File: src/rtl/fft_spi_master.sv
// SPI frame master: assembles a FRAME_BITS transmit frame from a word stream, shifts it out full-duplex,
// and returns the captured frame as words. Define SPI_LOOPBACK_EN to add the loopback input.
module fft_spi_master #(
    parameter int FRAME_BITS = 1024,
    parameter int WORD_BITS  = 32,
    parameter int CLK_DIV    = 4
) (
    input  logic                 clk,
    input  logic                 reset_n,
    input  logic [WORD_BITS-1:0] in_data,
    input  logic                 in_valid,
    output logic                 in_ready,
    output logic [WORD_BITS-1:0] out_data,
    output logic                 out_valid,
    input  logic                 out_ready,
    output logic                 busy,
    output logic                 sck,
    output logic                 cs,
    output logic                 mosi,
`ifdef SPI_LOOPBACK_EN
    input  logic                 loopback,
`endif
    input  logic                 miso
);
    localparam int NWORDS = FRAME_BITS / WORD_BITS;
    localparam int WCNT_W = $clog2(NWORDS) + 1;
    localparam int BCNT_W = $clog2(FRAME_BITS) + 1;
    localparam int DIV_W  = $clog2(CLK_DIV) + 1;

    localparam logic [2:0] S_FILL  = 3'd0;
    localparam logic [2:0] S_SETUP = 3'd1;
    localparam logic [2:0] S_SHIFT = 3'd2;
    localparam logic [2:0] S_HOLD  = 3'd3;
    localparam logic [2:0] S_DRAIN = 3'd4;

    logic [2:0]            r_state;
    logic [WCNT_W-1:0]     r_wcnt;
    logic [BCNT_W-1:0]     r_bcnt;
    logic [DIV_W-1:0]      r_div;
    logic                  r_in_ready;
    logic                  r_out_valid;
    logic [WORD_BITS-1:0]  r_out_data;
    logic                  r_busy;
    logic                  r_sck;
    logic                  r_cs;
    logic                  r_mosi;
    logic [FRAME_BITS-1:0] r_tx;
    logic [FRAME_BITS-1:0] r_rx;

    logic                  w_in_fire;
    logic                  w_out_fire;
    logic                  w_div_tc;
    logic                  w_bits_done;
    logic                  w_rise;
    logic                  w_fall_shift;
    logic                  w_drain_pop;
    logic                  w_rx_bit;
    logic [FRAME_BITS-1:0] w_tx_next;

    assign w_in_fire    = r_in_ready && in_valid;
    assign w_out_fire   = r_out_valid && out_ready;
    assign w_div_tc     = (r_div == DIV_W'(CLK_DIV - 1));
    assign w_bits_done  = (r_bcnt == BCNT_W'(FRAME_BITS));
    assign w_tx_next    = (r_tx << WORD_BITS) | FRAME_BITS'(in_data);
    // The first rise closes the setup interval; later rises come from SHIFT while bits remain.
    assign w_rise       = w_div_tc && ((r_state == S_SETUP) ||
                          (r_state == S_SHIFT && !r_sck && !w_bits_done));
    assign w_fall_shift = (r_state == S_SHIFT) && w_div_tc && r_sck && !w_bits_done;
    assign w_drain_pop  = (r_state == S_DRAIN) && w_out_fire;

`ifdef SPI_LOOPBACK_EN
    assign w_rx_bit = loopback ? r_mosi : miso;
`else
    assign w_rx_bit = miso;
`endif

    // Frame shift registers carry no reset: every frame fully overwrites them.
    always_ff @(posedge clk) begin
        if (w_in_fire) begin
            r_tx <= w_tx_next;
        end else if (w_fall_shift) begin
            r_tx <= r_tx << 1;
        end
        if (w_rise) begin
            r_rx <= {r_rx[FRAME_BITS-2:0], w_rx_bit};
        end else if (w_drain_pop) begin
            r_rx <= r_rx << WORD_BITS;
        end
    end

    always_ff @(posedge clk or negedge reset_n) begin
        if (!reset_n) begin
            r_state     <= S_FILL;
            r_wcnt      <= '0;
            r_bcnt      <= '0;
            r_div       <= '0;
            r_in_ready  <= 1'b0;
            r_out_valid <= 1'b0;
            r_out_data  <= '0;
            r_busy      <= 1'b0;
            r_sck       <= 1'b0;
            r_cs        <= 1'b0;
            r_mosi      <= 1'b0;
        end else begin
            case (r_state)
                S_FILL: begin
                    r_div <= '0;
                    if (w_in_fire && r_wcnt == WCNT_W'(NWORDS - 1)) begin
                        r_in_ready <= 1'b0;
                        r_cs       <= 1'b1;
                        r_busy     <= 1'b1;
                        r_mosi     <= w_tx_next[FRAME_BITS-1];
                        r_wcnt     <= '0;
                        r_bcnt     <= '0;
                        r_state    <= S_SETUP;
                    end else begin
                        r_in_ready <= 1'b1;
                        if (w_in_fire) begin
                            r_wcnt <= r_wcnt + 1'b1;
                        end
                    end
                end
                S_SETUP: begin
                    if (w_div_tc) begin
                        r_div   <= '0;
                        r_sck   <= 1'b1;
                        r_bcnt  <= r_bcnt + 1'b1;
                        r_state <= S_SHIFT;
                    end else begin
                        r_div <= r_div + 1'b1;
                    end
                end
                S_SHIFT: begin
                    // After the last rise, one more low half-period completes the final sck period.
                    if (w_div_tc) begin
                        r_div <= '0;
                        if (r_sck) begin
                            r_sck <= 1'b0;
                            if (!w_bits_done) begin
                                r_mosi <= r_tx[FRAME_BITS-2];
                            end
                        end else if (w_bits_done) begin
                            r_bcnt  <= '0;
                            r_state <= S_HOLD;
                        end else begin
                            r_sck  <= 1'b1;
                            r_bcnt <= r_bcnt + 1'b1;
                        end
                    end else begin
                        r_div <= r_div + 1'b1;
                    end
                end
                S_HOLD: begin
                    if (w_div_tc) begin
                        r_div       <= '0;
                        r_cs        <= 1'b0;
                        r_busy      <= 1'b0;
                        r_out_valid <= 1'b1;
                        r_out_data  <= r_rx[FRAME_BITS-1 -: WORD_BITS];
                        r_wcnt      <= '0;
                        r_state     <= S_DRAIN;
                    end else begin
                        r_div <= r_div + 1'b1;
                    end
                end
                S_DRAIN: begin
                    if (w_out_fire) begin
                        if (r_wcnt == WCNT_W'(NWORDS - 1)) begin
                            r_out_valid <= 1'b0;
                            r_in_ready  <= 1'b1;
                            r_wcnt      <= '0;
                            r_state     <= S_FILL;
                        end else begin
                            r_out_data <= r_rx[FRAME_BITS-WORD_BITS-1 -: WORD_BITS];
                            r_wcnt     <= r_wcnt + 1'b1;
                        end
                    end
                end
                default: begin
                    r_state <= S_FILL;
                end
            endcase
        end
    end

    assign in_ready  = r_in_ready;
    assign out_valid = r_out_valid;
    assign out_data  = r_out_data;
    assign busy      = r_busy;
    assign sck       = r_sck;
    assign cs        = r_cs;
    assign mosi      = r_mosi;

endmodule

File: config.mk
export PLATFORM = sky130hd
export DESIGN_NAME = fft_spi_master
export DESIGN_NICKNAME = d
export VERILOG_FILES = /design/src/rtl/fft_spi_master.sv
export SDC_FILE = /design/constraint.sdc
export NUM_CORES = 2
export LEC_CHECK = 0
export CAP_MARGIN = 20
export CORE_MARGIN = 3
export CORE_UTILIZATION = 35
export DETAILED_ROUTE_END_ITERATION = 16
export PLACE_DENSITY_LB_ADDON = 0.15
export SKIP_CTS_REPAIR_TIMING = 1
export SYNTH_ARGS = -nofsm -noshare
export SYNTH_HDL_FRONTEND = slang
export SYNTH_SLANG_ARGS = --single-unit
File: constraint.sdc
create_clock -name clk -period 94.4 [get_ports clk]
set_input_delay 14.16 -clock clk [delete_from_list [all_inputs] [get_ports clk]]
set_output_delay 14.16 -clock clk [all_outputs]
set_load 0.05 [all_outputs]
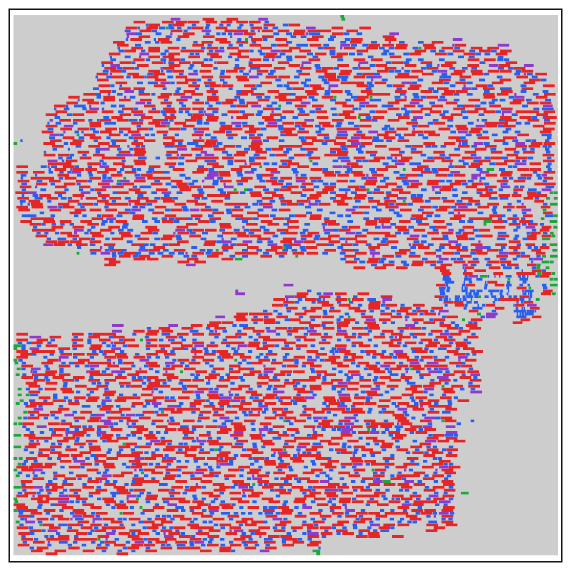
*Cells colored by class*
Fill, decap, tap and diode cells in gray.
class	color	cells
combinational and other logic	blue	2263
clock drivers and dummy loads	purple	422
flops	red	2107
other buffers and delay cells	green	130
Final Util: 39.61%
sequential cell area share: 61.00%
core footprint: 260600 um2
fin area: 103200 um2
Site Rows: 187

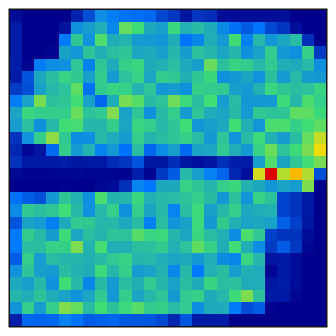
*Wiring heat map*
The die is cut into 26 by 26 equal tiles; dark blue is low, red is high, scaled to the fullest tile. Values are wire area over tile area, all layers added.
mean over tiles	0.084
tiles over half the peak	8.0%
emptiest ninth of the die	lower right
fullest tile	0.27
nearly empty tiles	10%
Post-Route WL: 146.6 mm
DR vias: 39210
global-route usage over all layers: 10.59%

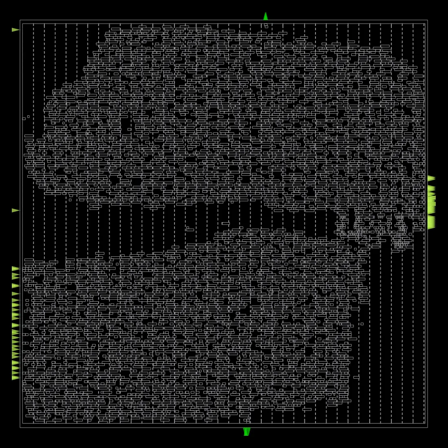
*Placement view*
n_taps: 3496
Final Non-Filler Cells: 8419
fill count: 23650
flop count: 2107

==> reports/qor.txt <==
share of power burned in registers = 52.8%
FF-to-FF End = r_rx[26]
area fraction in mux cells = 28.53%
CP peak stage delay = 0.90 ns
CP required = 94.86 ns
clock sinks = 2107
mean post-synth cell area = 19.93 um2
Yosys top cell by area = edfxtp_1
Power Sequential = 1.13 mW
DRC viols = 0
top cells, area = edfxtp_1, mux2_2, mux2_4
Compound-Gate Fraction of Synth Area = 0.4433%
Top reg by flops = r_rx
cycle use final = 20.49%
Top class by area = sequential cells
worst hold slack = 0.5064 ns
CLK BUF = 309
status = finished, final reports clean
Hold Fails Final Rpt = 0
Slew Limit Fails = 0
CTS tree = built
Repair and plain buffers = 130
Worst Hold Class = reg2reg
Max FO, Critical Path = 186
Die H = 518.7 um
CP Launch Type = input pin
max reg flops = 1024
sequential cell area = 62970 um2
share of cells above drive strength 1 = 49.37%
WS Path Type = in2reg
Leak Pwr = 32.66 nW
yosys cell count = 4616
Die Wd = 518.7 um
total CTS buffers = 230
Clock transition at path regs = 0.06 ns
WP buf/inv = 6
Crit. Startpoint = out_ready
AND/OR/NAND/NOR Cells, Area Fraction = 0.7370%
critical path depth in cells = 8
Iteration-0 DRC Markers = 2853
chip area in the Yosys report = 92010 um2
Data arrival, critical path = 19.80 ns
tool warning count = 41
area share of the largest cell type after synthesis = 66.80%
CP Capture Type = register
RR Startpoint = r_state[2]
Post-synth EDFFs = 2047
Gate power share = 7.2%
CP top delay family = buffers and inverters
Nets = 4773
Post-synth seq share = 68.44%
relative slew slack = 21.92%
worst reg2reg setup slack = 87.23 ns
grt ovf = 0
largest net degree at the start of global routing = 187
Vias/cell = 4.657
Clk power = 0.856 mW
Int Pwr = 1.662 mW
Adder Area Share = 0.05439%
Die Size = 269100 um2
Worst Hold Launch = out_data[26]
final worst slack = 75.06 ns
Place WS = 73.99 ns
Detailed Place HPWL = 83.47 mm
count leader, synth = edfxtp_1
most instantiated cells after synthesis = edfxtp_1, mux2_2, mux2_4, clkbuf_1, buf_6
Max Freq = 0.05171 GHz
Post-synth top flop = edfxtp_1
Detailed Routing Iterations Pass 1 = 5
worst slew pin tran = 1.171 ns
initial antenna violation count = 4
Final Setup Violations = 0
Comb gate area = 27450 um2
vias in the first global route = 41920
Peak VDD IR = 16.68 uV
Port Buffer Count = 74
clk buf depth = 3
combinational fraction of the cell area = 26.59%
remaining antenna violation count after routing = 0
clk latency late pin = 0.84 ns
ANT cells = 1
Top pwr grp = sequential cells
GPL Wtd Cong = 0.6702
final-layout non-clock buffer area share = 1.193%
Mapped Area = 92010 um2
placed cell area = 96060 um2
P_comb = 0.155 mW
crit-path most repeated cell = buf_4
Netlist cell types = 56
Sw Share = 22.51%
Pre-Place Util = 35.30%
unrepaired setup endpoints after global routing = false
Yosys warnings = 0
yosys xor share = 0.009518%
slowest CP cell = buf_4
total placed cells including tap cells = 7996
Final Critical Period = 19.34 ns
Clock power frac = 39.9%
ys async rst share = 2.848%
Max-Cap Viols = 0
CP Cell Sequence = clkdlybuf4s50_1, nand2_1, o21ai_4, buf_12, buf_4, buf_4, buf_4, buf_4
NetSw = 0.4829 mW
Signal inverters = 10
clk_skew = 0.06773 ns
worst setup path end = r_rx[26]
syn nets = 4657
ClkCell Share = 6.944%
CTS H-tree depth = 4
TNS Setup = 0 ns
Multi-In Gates = 2253
first-pass GRT wire length = 238.9 mm
hold path endpoint = out_data[26]
total chip power = 2.145 mW
area delta synth->final = 12.19%
WL/cell = 17.42 um
Mapped Cells = 4616
root buf cell = clkbuf_16
Reg2Reg Depth = 10
flops & latches, synth = 2107
I/O pin count = 75
hold path depth = 1
dominant kind of combinational cell = multiplexers
[layout by cell type (no fill, tap or decap), types with 4 or more instances in the layout]
cell type and count:
mux2_1 9, nor2_1 13, dfrtp_1 60, clkdlybuf4s50_1 73, buf_4 50, edfxtp_1 2047, clkbuf_8 4, clkbuf_1 74
o21ai_0 8, bufinv_16 11, clkinvlp_4 4, mux2_4 750, clkinv_1 62, buf_12 6, clkinv_2 22, clkinv_16 9
nand2_1 13, nand2b_1 5, clkbuf_16 231, a32oi_1 4, nand3_1 17, mux2_2 1322, a32o_1 4, and2_1 32
inv_1 10, nand4_1 4, a21o_1 4, ha_1 4
[layer usage]
metal,GRT usage (%),wire length [um],up-vias
met5,0,0,-
met4,3.166,3510,0
met3,2.091,4629,246
met2,15.59,63790,393
met1,15.74,74710,20070
li1,-,-,18500
Power and IR drop assume default switching activity.
